[src/rtl/upg_loader_ctrl.sv]
// rtl/upg_loader_ctrl.sv - UART frame loader driving the shared imem/dmem programming port
// Optional trailing XOR checksum byte is enabled by defining UPG_CHECKSUM_EN.
module upg_loader_ctrl #(
    parameter int ADDR_W      = 14,
    parameter int TIMEOUT_CYC = 2000000
) (
    input  logic              clock,
    input  logic              rst_n,
    input  logic              prog_mode_i,
    input  logic [7:0]        rx_data_i,
    input  logic              rx_valid_i,
    output logic              upg_rst_o,
    output logic              upg_wen_o,
    output logic [ADDR_W:0]   upg_adr_o,
    output logic [31:0]       upg_dat_o,
    output logic              upg_done_o,
    output logic              err_o
);

    localparam logic [2:0] S_IDLE   = 3'd0;
    localparam logic [2:0] S_TGT    = 3'd1;
    localparam logic [2:0] S_CNT_LO = 3'd2;
    localparam logic [2:0] S_CNT_HI = 3'd3;
    localparam logic [2:0] S_DATA   = 3'd4;
`ifdef UPG_CHECKSUM_EN
    localparam logic [2:0] S_CSUM   = 3'd5;
`endif
    localparam logic [2:0] S_DONE   = 3'd6;
    localparam logic [2:0] S_ERR    = 3'd7;

    localparam int          TO_W      = $clog2(TIMEOUT_CYC + 1);
    localparam logic [16:0] MAX_WORDS = 17'(1) << ADDR_W;

    logic [2:0]        state;
    logic              prog_q;
    logic [TO_W-1:0]   to_cnt;
    logic              to_hit;
    logic              tgt;
    logic [7:0]        cnt_lo;
    logic [15:0]       n_words;
    logic [ADDR_W-1:0] word_idx;
    logic [1:0]        byte_idx;
    logic [23:0]       shift;
    logic              last_word;
    logic [2:0]        end_state;
`ifdef UPG_CHECKSUM_EN
    logic [7:0]        csum;

    assign end_state = S_CSUM;
`else
    assign end_state = S_DONE;
`endif

    // Idle-cycle count reaches the limit on the TIMEOUT_CYC-th consecutive cycle without a byte
    assign to_hit    = (to_cnt == TO_W'(TIMEOUT_CYC - 1)) && !rx_valid_i;
    assign last_word = (17'(word_idx) + 17'd1) == {1'b0, n_words};

    always_ff @(posedge clock or negedge rst_n) begin
        if (!rst_n) begin
            state      <= S_IDLE;
            prog_q     <= 1'b0;
            to_cnt     <= '0;
            tgt        <= 1'b0;
            cnt_lo     <= '0;
            n_words    <= '0;
            word_idx   <= '0;
            byte_idx   <= '0;
            shift      <= '0;
            upg_rst_o  <= 1'b1;
            upg_wen_o  <= 1'b0;
            upg_adr_o  <= '0;
            upg_dat_o  <= '0;
            upg_done_o <= 1'b0;
            err_o      <= 1'b0;
`ifdef UPG_CHECKSUM_EN
            csum       <= '0;
`endif
        end else begin
            prog_q    <= prog_mode_i;
            upg_wen_o <= 1'b0;
            if (state != S_IDLE && !prog_mode_i) begin
                state      <= S_IDLE;
                upg_rst_o  <= 1'b1;
                upg_done_o <= 1'b0;
                if (state != S_DONE) err_o <= 1'b1;
            end else begin
                case (state)
                    S_IDLE: begin
                        if (prog_mode_i && !prog_q) begin
                            state     <= S_TGT;
                            upg_rst_o <= 1'b0;
                            err_o     <= 1'b0;
                            to_cnt    <= '0;
                            word_idx  <= '0;
                            byte_idx  <= '0;
`ifdef UPG_CHECKSUM_EN
                            csum      <= '0;
`endif
                        end
                    end
                    S_DONE: upg_done_o <= 1'b1;
                    S_ERR: ;
                    default: begin
                        to_cnt <= rx_valid_i ? '0 : to_cnt + TO_W'(1);
                        if (to_hit) begin
                            state <= S_ERR;
                            err_o <= 1'b1;
                        end else if (rx_valid_i) begin
                            case (state)
                                S_TGT: begin
                                    if (rx_data_i > 8'd1) begin
                                        state <= S_ERR;
                                        err_o <= 1'b1;
                                    end else begin
                                        tgt   <= rx_data_i[0];
                                        state <= S_CNT_LO;
                                    end
                                end
                                S_CNT_LO: begin
                                    cnt_lo <= rx_data_i;
                                    state  <= S_CNT_HI;
                                end
                                S_CNT_HI: begin
                                    n_words <= {rx_data_i, cnt_lo};
                                    if ({1'b0, rx_data_i, cnt_lo} > MAX_WORDS) begin
                                        state <= S_ERR;
                                        err_o <= 1'b1;
                                    end else if ({rx_data_i, cnt_lo} == 16'd0) begin
                                        state <= end_state;
                                    end else begin
                                        state <= S_DATA;
                                    end
                                end
                                S_DATA: begin
                                    byte_idx <= byte_idx + 2'd1;
                                    shift    <= {rx_data_i, shift[23:8]};
`ifdef UPG_CHECKSUM_EN
                                    csum     <= csum ^ rx_data_i;
`endif
                                    // Fourth byte completes the word; shift holds bytes 2..0
                                    if (byte_idx == 2'd3) begin
                                        upg_wen_o <= 1'b1;
                                        upg_adr_o <= {tgt, word_idx};
                                        upg_dat_o <= {rx_data_i, shift};
                                        word_idx  <= word_idx + ADDR_W'(1);
                                        if (last_word) state <= end_state;
                                    end
                                end
`ifdef UPG_CHECKSUM_EN
                                S_CSUM: begin
                                    if (rx_data_i == csum) begin
                                        state <= S_DONE;
                                    end else begin
                                        state <= S_ERR;
                                        err_o <= 1'b1;
                                    end
                                end
`endif
                                default: ;
                            endcase
                        end
                    end
                endcase
            end
        end
    end

endmodule
[config.mk]
export PLATFORM = sky130hd
export DESIGN_NAME = upg_loader_ctrl
export DESIGN_NICKNAME = d
export VERILOG_FILES = /design/src/rtl/upg_loader_ctrl.sv
export SDC_FILE = /design/constraint.sdc
export NUM_CORES = 1
export LEC_CHECK = 0
export CORE_UTILIZATION = 55
export DETAILED_ROUTE_END_ITERATION = 7
export PLACE_DENSITY = 0.88
export SKIP_CTS_REPAIR_TIMING = 1
export SYNTH_ARGS = -nofsm -noshare
export SYNTH_HDL_FRONTEND = slang
export SYNTH_SLANG_ARGS = --single-unit
[constraint.sdc]
create_clock -name clock -period 2.9 [get_ports clock]
set_clock_uncertainty 0.1 [all_clocks]
set_input_delay 0.58 -clock clock [delete_from_list [all_inputs] [get_ports clock]]
set_output_delay 0.58 -clock clock [all_outputs]
set_load 0.03 [all_outputs]
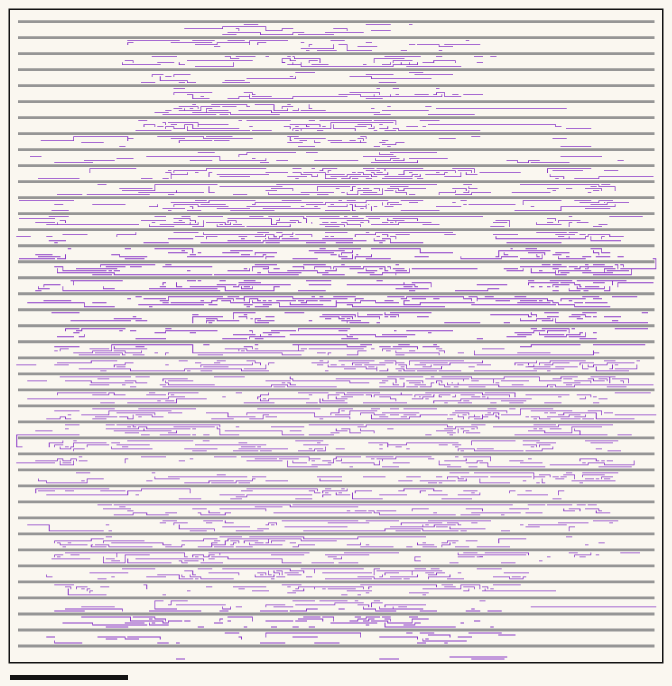
**Above:** run 1 (the metal 1 layer).
The bar under the picture is 20 um long. Supply wires on this layer in grey.
nets with wire on the layer: 694
main direction: horizontal
DR vias: 5267
Post-Route WL: 16.0 mm
routing usage on met1: 35.8%

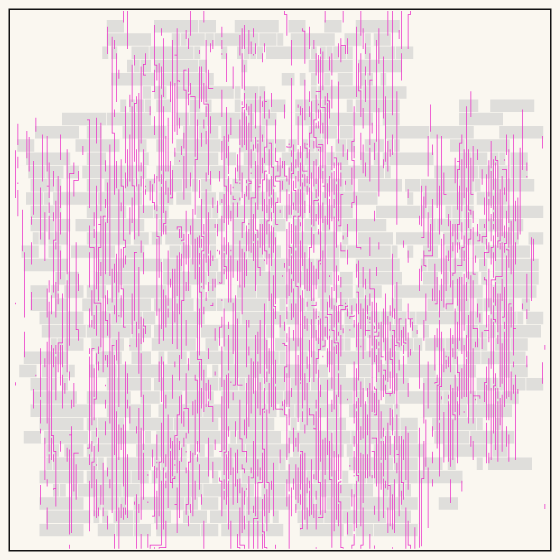
**Above:** run 1 (M2 wires).
main direction: vertical
nets with wire on the layer: 670
share of all routed wire: 50%
longest straight run: 45.2 um
GR Util met2: 45.7%

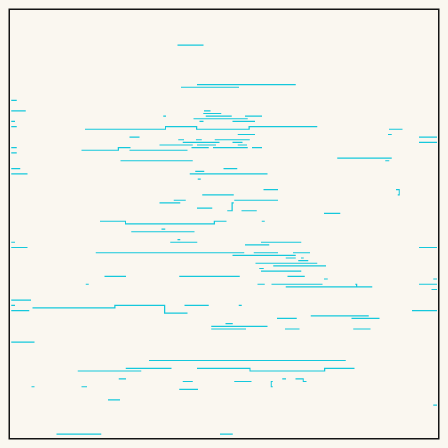
**Above:** run 1 (signal wires on met3).
nets with wire on the layer: 89
main direction: horizontal
share of all routed wire: 5.7%
M3 GR Usage: 7.44%

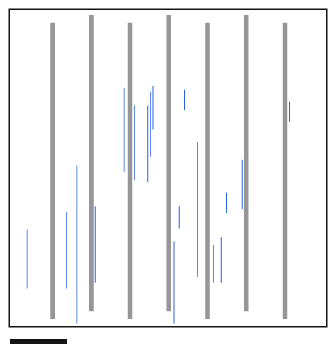
**Above:** run 1 (metal 4).
The bar under the picture is 20 um long. Supply wires on this layer in grey.
share of all routed wire: 2.5%
longest straight run: 55.1 um
nets with wire on the layer: 17

==> flow_summary.toml, run 1 <==
# implementation run metrics
[detailed_routing]
dr.first_iter.drc_count = 433
post_drt_wl_per_cell_um = 17.9
via_per_inst = 5.89
drt_first_pass_iters = 6

[logic_synthesis]
synth-edff-count = 0
ys_warn_count = 0
numSynthFlops = 141
yosys.area.top_type_share_pct = 53.8
top_cell = "nand2_1"
syn_inst = 660
synth_area_leader_cell = "dfrtp_1"

[cells_and_area]
seqCellArea_sq_mm = 0.00353
layout_top_cells = "167 x nand2_1, 140 x dfrtp_1, 61 x clkdlybuf4s50_1, 48 x mux2_2, 41 x nor2_1"
seq_area_share_pct = 44.1
area.growth.synth_to_final_pct = 23.1
lay_top_count = "nand2_1"
buffer_area_share_pct = 11.0
n_all_inverters = 11
fill_cells = 819
n_antenna_cell = 0
logic_gates = 474
drive_above_1_share_pct = 16.4
ff_count = 141
comb-cell-share_pct = 34.9
fin_nets = 753

[clock_tree]
cts.clk_slew.worst_paths_ns = 0.06
insertion_delay_ns = 0.42
numCtsBuffers = 17
clock_sinks = 141

[worst_setup_path]
crit_family = "simple AND/OR/NAND/NOR gates"
max_stage_delay_ns = 0.42
crit_fanout = 5
crit_buf_inv = 0
crit_path_end_kind = "flop"
critPathKind = "reg2reg"
cp.arrival_ns = 2.82
timing.critical_path.mode_cell = "nand3_1"
crit_chain = "ha_1 > nand3_1 > nor3_2 > nand3_1 > o22ai_1 > nand4_1 > nor4b_1 > o21ai_1"
start_kind = "flop"

[outcome]
status = "finished, final reports clean"

[sta]
whs_ns = 0.0432
clock.fmax_mhz = 383
hold_violations = 0
finalWorstSetupSlack_ns = 0.286
worstMarginPinSlew_ns = 0.617
drv_slew = 0
tns_ns = 0
min_period_over_period_pct = 90.1

[pwr]
pwr-share-clk_pct = 29.6
p_leak_uw = 0.00372
irDropWorstVdd_uv = 677
seqPwrFrac_pct = 42.0
p_per_area_mw_per_mm2 = 909

[grt]
grt_pass1_wl_mm = 27.0
overflow = 0
grt_pass1_vias = 5493
grt_util_all_layers_pct = 28.0

[flow_run]
warning_count = 27

[floorplan]
dieHeight_um = 111
fp.coreArea_sq_mm = 0.0115

[placed_design]
place.gp.congestion = 0.954
## run 1: sequential cells by signal (all words and copies together), names as in the netlist, 2 cells and up
register and count:
byte_idx 2, shift 24, to_cnt 21, upg_dat_o 32
n_words 16, upg_adr_o 15, cnt_lo 8, state 3
word_idx 14
## run 1: final timing paths
kind / start / to / cells past startpoint
setup / recovery: word_idx[1]$_DFFE_PN0P_ / state[2]$_DFFE_PN0P_ / 8
hold / removal: rst_n / upg_dat_o[2]$_DFFE_PN0P_ / 1
setup reg to reg: word_idx[1]$_DFFE_PN0P_ / state[2]$_DFFE_PN0P_ / 8
hold reg to reg: upg_adr_o[1]$_DFFE_PN0P_ / upg_adr_o[1]$_DFFE_PN0P_ / 2
max in group asynchronous: rst_n / n_words[0]$_DFFE_PN0P_ / 2
min in group clock: upg_adr_o[1]$_DFFE_PN0P_ / upg_adr_o[1]$_DFFE_PN0P_ / 2
## run 1: power groups by stage
| stage | clock, uW | combinational (uW) | sequential, uW |
|---|---|---|---|
| after global placement | 0 | 1940 | 3020 |
| final | 2160 | 2070 | 3060 |
| after floorplan | 0 | 1170 | 3120 |
| after detailed placement | 0 | 2030 | 3060 |
| after CTS | 2180 | 2070 | 3040 |
| after global routing | 2270 | 2230 | 3120 |
## run 1: routing by layer
metal	track usage, %	wire length, um
met4	10.8	396
met1	35.8	6690
met2	45.7	8050
met3	7.44	912
met5	0	0
## run 1: cells by family after synthesis
family	after synthesis	share of synthesized area [%]
xor gates and xnor gates	36	4.85
buffers and inverters	45	2.75
AOI/OAI and AO/OA	83	7.90
and+or+nand+nor	302	21.1
adders and majority gates	3	0.577
DFF	141	54.3
muxes	50	8.62
==> run 2, diff against run 1 <==
--- a/config.mk
+++ b/config.mk
@@ -5,9 +5,9 @@
 export SDC_FILE = /design/constraint.sdc
 export NUM_CORES = 1
 export LEC_CHECK = 0
-export CORE_UTILIZATION = 55
+export CORE_UTILIZATION = 57
 export DETAILED_ROUTE_END_ITERATION = 7
-export PLACE_DENSITY = 0.88
+export PLACE_DENSITY = 0.91
 export SKIP_CTS_REPAIR_TIMING = 1
 export SYNTH_ARGS = -nofsm -noshare
 export SYNTH_HDL_FRONTEND = slang
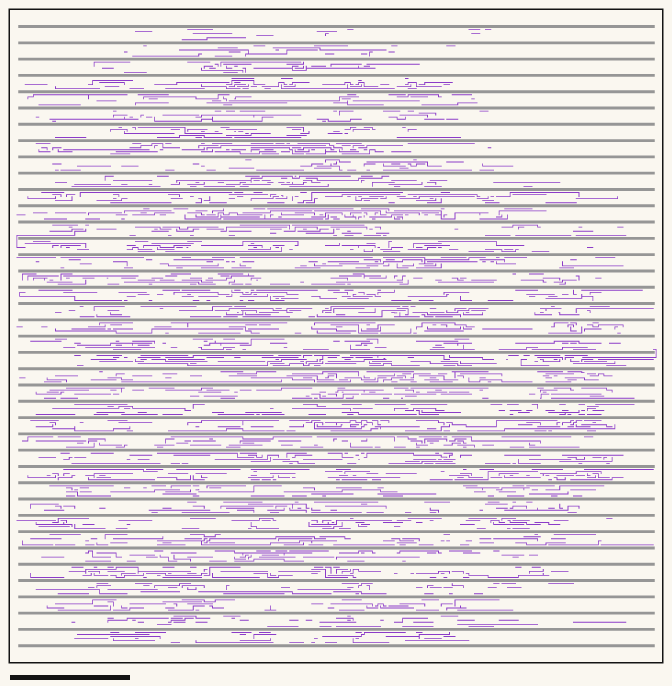
**Above:** run 2 (the metal 1 layer).
The bar under the picture is 20 um long. Supply wires on this layer in grey.
longest straight run: 26.7 um
wire length on this layer: 6440 um
nets with wire on the layer: 697
main direction: horizontal
DR vias: 5277
Post-Route WL: 16.1 mm
routing usage on met1: 36.9%

==> run 2 against run 1 <==
Effect of this change:
- maximum frequency is 0.69% lower
- worst setup slack worse by 0.018 ns
- sequential cell count stayed put
- critical path depth stayed put
- combinational power hardly changed
- critical endpoint is now state[1]$_DFFE_PN0P_
- via count is 0.19% higher
- synthesized area stayed put
- highest routed layer unchanged
- global-route usage is 2.0 points higher
- count of clock-buffer cells in the layout is 2 higher
- cell count is 0.56% lower
- largest power group unchanged
==> flow_summary.toml, run 2 <==
# implementation run metrics
[flow_run]
drv_cap = 0
warning_count = 26

[placed_design]
place.gp.congestion = 0.901
dp_cells = 857
dp_hpwl_mm = 10.5
dp_slack_ns = -0.0315
io_buffers = 62
dpl_cell_area_sq_mm = 0.00741

[worst_setup_path]
timing.critical_path.mode_cell = "o31ai_1"
crit_chain = "ha_2 > nand3_1 > nor3_1 > xor2_1 > nor3b_1 > o31ai_1 > o31ai_1 > a21bo_1"
critical_path_required_ns = 3.12
crit_family = "AND-OR/OR-AND gates"
crit_path_end_kind = "flop"
cp.arrival_ns = 2.85
crit_buf_inv = 0
start_kind = "flop"
crit_fanout = 10
max_stage_delay_ns = 0.47
critPathKind = "reg2reg"
cp_slowest_cell = "dfrtp_1"
reg2reg_slack_ns = 0.27

[pwr]
p_leak_uw = 0.00368
irDropWorstVdd_uv = 673
p_per_area_mw_per_mm2 = 902
power_uw = 7190

[cells_and_area]
largest_reg_flops = 32
max_flop_register = "upg_dat_o"
fin_nets = 751
area.growth.synth_to_final_pct = 22.5
reg.largest.list = "upg_dat_o x32, shift x24, to_cnt x21"
drive_above_1_share_pct = 16.0
n_antenna_cell = 0
instances_no_fill = 889
stdcell_area_sq_mm = 0.00797
layout_top_cells = "167 x nand2_1, 140 x dfrtp_1, 61 x clkdlybuf4s50_1, 48 x mux2_2, 41 x nor2_1"
mi_logic_area_sq_mm = 0.00280
seqCellArea_sq_mm = 0.00353
lay_top_count = "nand2_1"
fill_cells = 740

[detailed_routing]
via_per_inst = 5.94
ant_nets = 0
drc = 0
drt_first_pass_iters = 5
post_drt_wl_per_cell_um = 18.1
dr.first_iter.drc_count = 415

[sta]
slew_headroom_pct = 66.1
drv_slew = 0
hold_violations = 0
rsz0062_at_grt = "false"
tns_ns = 0
post-route-min-period_ns = 2.63
finalWorstSetupSlack_ns = 0.268
worstMarginPinSlew_ns = 0.508
min_period_over_period_pct = 90.7
setup-violations-final = 0
whs_ns = 0.00967
clock.fmax_mhz = 380

[clock_tree]
cts_tree = "yes"
insertion_delay_ns = 0.43
clock_sinks = 141
cts-htree-levels = 4
cts.clk_slew.worst_paths_ns = 0.06
clockBufferDepth = 2
root_buffer = "clkbuf_16"
numCtsBuffers = 17

[logic_synthesis]
synth-edff-count = 0
top_cell = "nand2_1"
synth.top_cells.by_count = "167 x nand2_1, 140 x dfrtp_1, 48 x mux2_2, 41 x nor2_1, 33 x o21ai_0"
mappedNetlistNets = 675
yosys.stat.chipArea_sq_mm = 0.00651
ys_warn_count = 0
ff_type = "dfrtp_1"
syn_inst = 660
async_reset_ff_share_pct = 100
numSynthFlops = 141
netlist_area_sq_mm = 0.00651
yosys.area.top_type_share_pct = 53.8
area_leaders = "dfrtp_1 54%, nand2_1 9.6%, mux2_2 8.3%"
syn_area_per_cell_sq_um = 9.86
ys_seq_share_pct = 54.3
synthDistinctLibCells = 52
synth_area_leader_cell = "dfrtp_1"
yosys-stat-cells = 660

[floorplan]
rows = 38
dieWidth_um = 109
fp.coreArea_sq_mm = 0.0110
io-pin-count = 63
fp_util_pct = 59.2
die-area_sq_mm = 0.0118
dieHeight_um = 109

[grt]
overflow = 0
antenna_found_initial = 0
grt_max_degree = 63
grt_pass1_wl_mm = 26.7
grt_pass1_vias = 5350

[min_path]
hp-class = "in2async"

[outcome]
status = "finished, final reports clean"
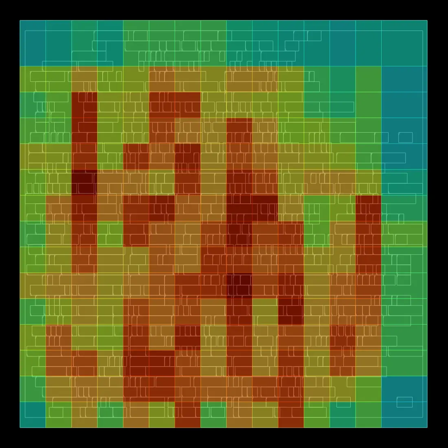
**Above:** run 2 (congestion heat map).
GR peak layer: met2
M3 GR Usage: 6.46%
fin util: 72.6%
GRT Util Overall: 30.0%

[run 2: cell counts after synthesis]
Identical to the previous run, type by type.
[run 2: layer usage]
metal	share of wire, %	global-route usage (%)
met1	40	36.9
met2	51	50.4
met3	6.1	6.46
met4	2.7	14.0
met5	0	0
[run 2: path summary, 6_finish.rpt]
kind	startpoint	depth (start not counted)	to
worst max-delay path	word_idx[0]$_DFFE_PN0P_	8	state[1]$_DFFE_PN0P_
worst min-delay path	rst_n	1	to_cnt[7]$_DFFE_PN0P_
worst max register to register	word_idx[0]$_DFFE_PN0P_	8	state[1]$_DFFE_PN0P_
worst min register to register	upg_adr_o[3]$_DFFE_PN0P_	2	upg_adr_o[3]$_DFFE_PN0P_
max in group asynchronous	rst_n	2	upg_dat_o[13]$_DFFE_PN0P_
min in group clock	upg_adr_o[3]$_DFFE_PN0P_	2	upg_adr_o[3]$_DFFE_PN0P_
[run 2: cells by family after synthesis]
kind of cell,Yosys count,synth area share [%]
AOI/OAI and AO/OA,83,7.90
xor gates and xnor gates,36,4.85
adders and majority gates,3,0.577
buffers and inverters,45,2.75
DFF,141,54.3
muxes,50,8.62
and+or+nand+nor,302,21.1
[run 2: power by group]
part           switching, uW  leakage (uW)  internal, uW
clock                    849      0.000267          1210
combinational           1130       0.00154           961
sequential               533       0.00188          2510
[run 2: final cells by class]
cell class	instances	area share, %
multi-input cells	474	35.1
well taps	140	2.20
clock buffers	20	5.60
inverters	11	0.518
clock inverters	12	1.44
flip-flops and latches	141	44.3
repair buffers	91	10.8
==> run 3, diff against run 2 <==
--- a/config.mk
+++ b/config.mk
@@ -12,3 +12,4 @@
 export SYNTH_ARGS = -nofsm -noshare
 export SYNTH_HDL_FRONTEND = slang
 export SYNTH_SLANG_ARGS = --single-unit
+export TNS_END_PERCENT = 1
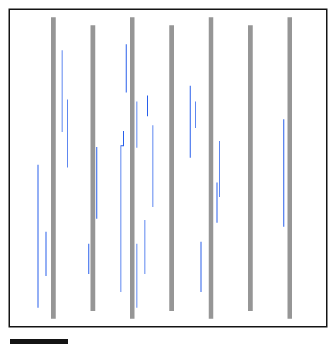
**Above:** run 3 (metal 4).
The bar under the picture is 20 um long. Supply wires on this layer in grey.
nets with wire on the layer: 15
longest straight run: 50.2 um
main direction: vertical
share of all routed wire: 2.7%

==> run 3 against run 2 <==
Effect of this change:
- worst hold slack unchanged
- wire length is the same
- critical path depth unchanged
- register-to-register slack about the same
- clock power about the same
- global-route usage is the same
==> flow_summary.toml, run 3 <==
# implementation run metrics
[flow_run]
warning_count = 26
drv_cap = 0

[worst_setup_path]
start_kind = "flop"
rr_endpoint = "state[1]$_DFFE_PN0P_"
reg2reg_depth = 8
reg2reg_slack_ns = 0.27
cp.arrival_ns = 2.85
r2r-start = "word_idx[0]$_DFFE_PN0P_"
critPathKind = "reg2reg"
crit_start = "word_idx[0]$_DFFE_PN0P_"
worstSetupEndpoint = "state[1]$_DFFE_PN0P_"
crit_path_end_kind = "flop"
crit_fanout = 10
critical_path_required_ns = 3.12

[min_path]
hp-class = "in2async"

[logic_synthesis]
top_cell = "nand2_1"
area_leaders = "dfrtp_1 54%, nand2_1 9.6%, mux2_2 8.3%"
async_reset_ff_share_pct = 100
yosys.stat.chipArea_sq_mm = 0.00651
yosys-stat-cells = 660
numSynthFlops = 141
ff_type = "dfrtp_1"
synth.top_cells.by_count = "167 x nand2_1, 140 x dfrtp_1, 48 x mux2_2, 41 x nor2_1, 33 x o21ai_0"
synthDistinctLibCells = 52
yosys.area.top_type_share_pct = 53.8
synth-edff-count = 0
syn_area_per_cell_sq_um = 9.86
ys_warn_count = 0
netlist_area_sq_mm = 0.00651
mappedNetlistNets = 675
syn_inst = 660
ys_seq_share_pct = 54.3
synth_area_leader_cell = "dfrtp_1"

[placed_design]
io_buffers = 62
dp_hpwl_mm = 10.5
dp_cells = 857
place.gp.congestion = 0.901

[cells_and_area]
drive_above_1_share_pct = 16.0
lay_top_count = "nand2_1"
area.growth.synth_to_final_pct = 22.5
reg.largest.list = "upg_dat_o x32, shift x24, to_cnt x21"
largest_reg_flops = 32
n_antenna_cell = 0
layout_top_cells = "167 x nand2_1, 140 x dfrtp_1, 61 x clkdlybuf4s50_1, 48 x mux2_2, 41 x nor2_1"
instances_no_fill = 889
seqCellArea_sq_mm = 0.00353
fin_nets = 751
fill_cells = 740
mi_logic_area_sq_mm = 0.00280
max_flop_register = "upg_dat_o"

[clock_tree]
insertion_delay_ns = 0.43
cts-htree-levels = 4
cts_tree = "yes"
clockBufferDepth = 2
cts.clk_slew.worst_paths_ns = 0.06
clock_sinks = 141
numCtsBuffers = 17
root_buffer = "clkbuf_16"

[sta]
drv_slew = 0
min_period_over_period_pct = 90.7
rsz0062_at_grt = "false"
hold_violations = 0
worstMarginPinSlew_ns = 0.508
post-route-min-period_ns = 2.63
setup-violations-final = 0
slew_headroom_pct = 66.1
clock.fmax_mhz = 380

[grt]
overflow = 0
use_met3_pct = 6.46
grt_util_all_layers_pct = 30.0
grt_pass1_wl_mm = 26.7
grt_max_degree = 63
gr-max-usage-layer = "met2"
grt_pass1_vias = 5350
antenna_found_initial = 0
grtUsageMet1_pct = 36.9

[pwr]
irDropWorstVdd_uv = 673
p_per_area_mw_per_mm2 = 902
power_uw = 7190
p_leak_uw = 0.00368

[floorplan]
die-area_sq_mm = 0.0118
dieWidth_um = 109
fp_util_pct = 59.2
dieHeight_um = 109
rows = 38
fp.coreArea_sq_mm = 0.0110
io-pin-count = 63

[detailed_routing]
drc = 0
ant_nets = 0
drt_first_pass_iters = 5
wirelength_mm = 16.1
via_per_inst = 5.94
dr.first_iter.drc_count = 415
via_count = 5277

[outcome]
status = "finished, final reports clean"
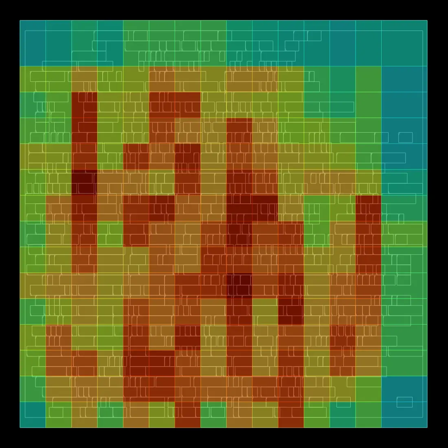
**Above:** run 3 (congestion heat map).
drt wl/cell: 18.1 um
GR Util met2: 50.4%

-- run 3: cell counts after synthesis --
Identical to the previous run, type by type.
-- run 3: cells by family after synthesis --
| group | Yosys count | synth area share (%) |
|---|---|---|
| buffers and inverters | 45 | 2.75 |
| muxes | 50 | 8.62 |
| and+or+nand+nor | 302 | 21.1 |
| AOI/OAI and AO/OA | 83 | 7.90 |
| xor gates and xnor gates | 36 | 4.85 |
| DFF | 141 | 54.3 |
| adders and majority gates | 3 | 0.577 |
-- run 3: final cells by class --
type / count / share of cell area, %
clock buffers: 20 / 5.60
repair buffers: 91 / 10.8
well taps: 140 / 2.20
multi-input cells: 474 / 35.1
clock inverters: 12 / 1.44
inverters: 11 / 0.518
flip-flops and latches: 141 / 44.3
-- run 3: report_power, final --
group          leakage (uW)  switching (uW)  internal, uW
combinational       0.00154            1130           961
clock              0.000267             849          1210
sequential          0.00188             533          2510
total               0.00368            2510          4680
-- run 3: metrics by stage --
step	worst slack, ns	cell area (sq um)	util (%)	TNS, ns	hold slack, ns
global placement	0.0260	7410	67.5	0	0.349
CTS	0.195	7970	72.6	0	0.0253
global route	0.0797	7970	72.6	0	0.0514
detailed placement	-0.0315	7410	67.5	-0.0472	0.362
floorplan	0.594	6510	-	0	0.184
finish	0.268	7970	72.6	0	0.00967
-- run 3: metal layers --
metal  share of wire, %  up-vias
met3                6.1       45
met5                  0        -
li1                   -     2408
met1                 40     2589
met4                2.7        0
met2                 51      235
-- run 3: critical path: stages (launching register included) --
cell     delay, ns
dfrtp_1       0.47
ha_2          0.33
nand3_1       0.18
nor3_1        0.45
xor2_1        0.20
nor3b_1       0.07
o31ai_1       0.38
o31ai_1       0.13
a21bo_1       0.20
Power is estimated from default activity; no workload was simulated.
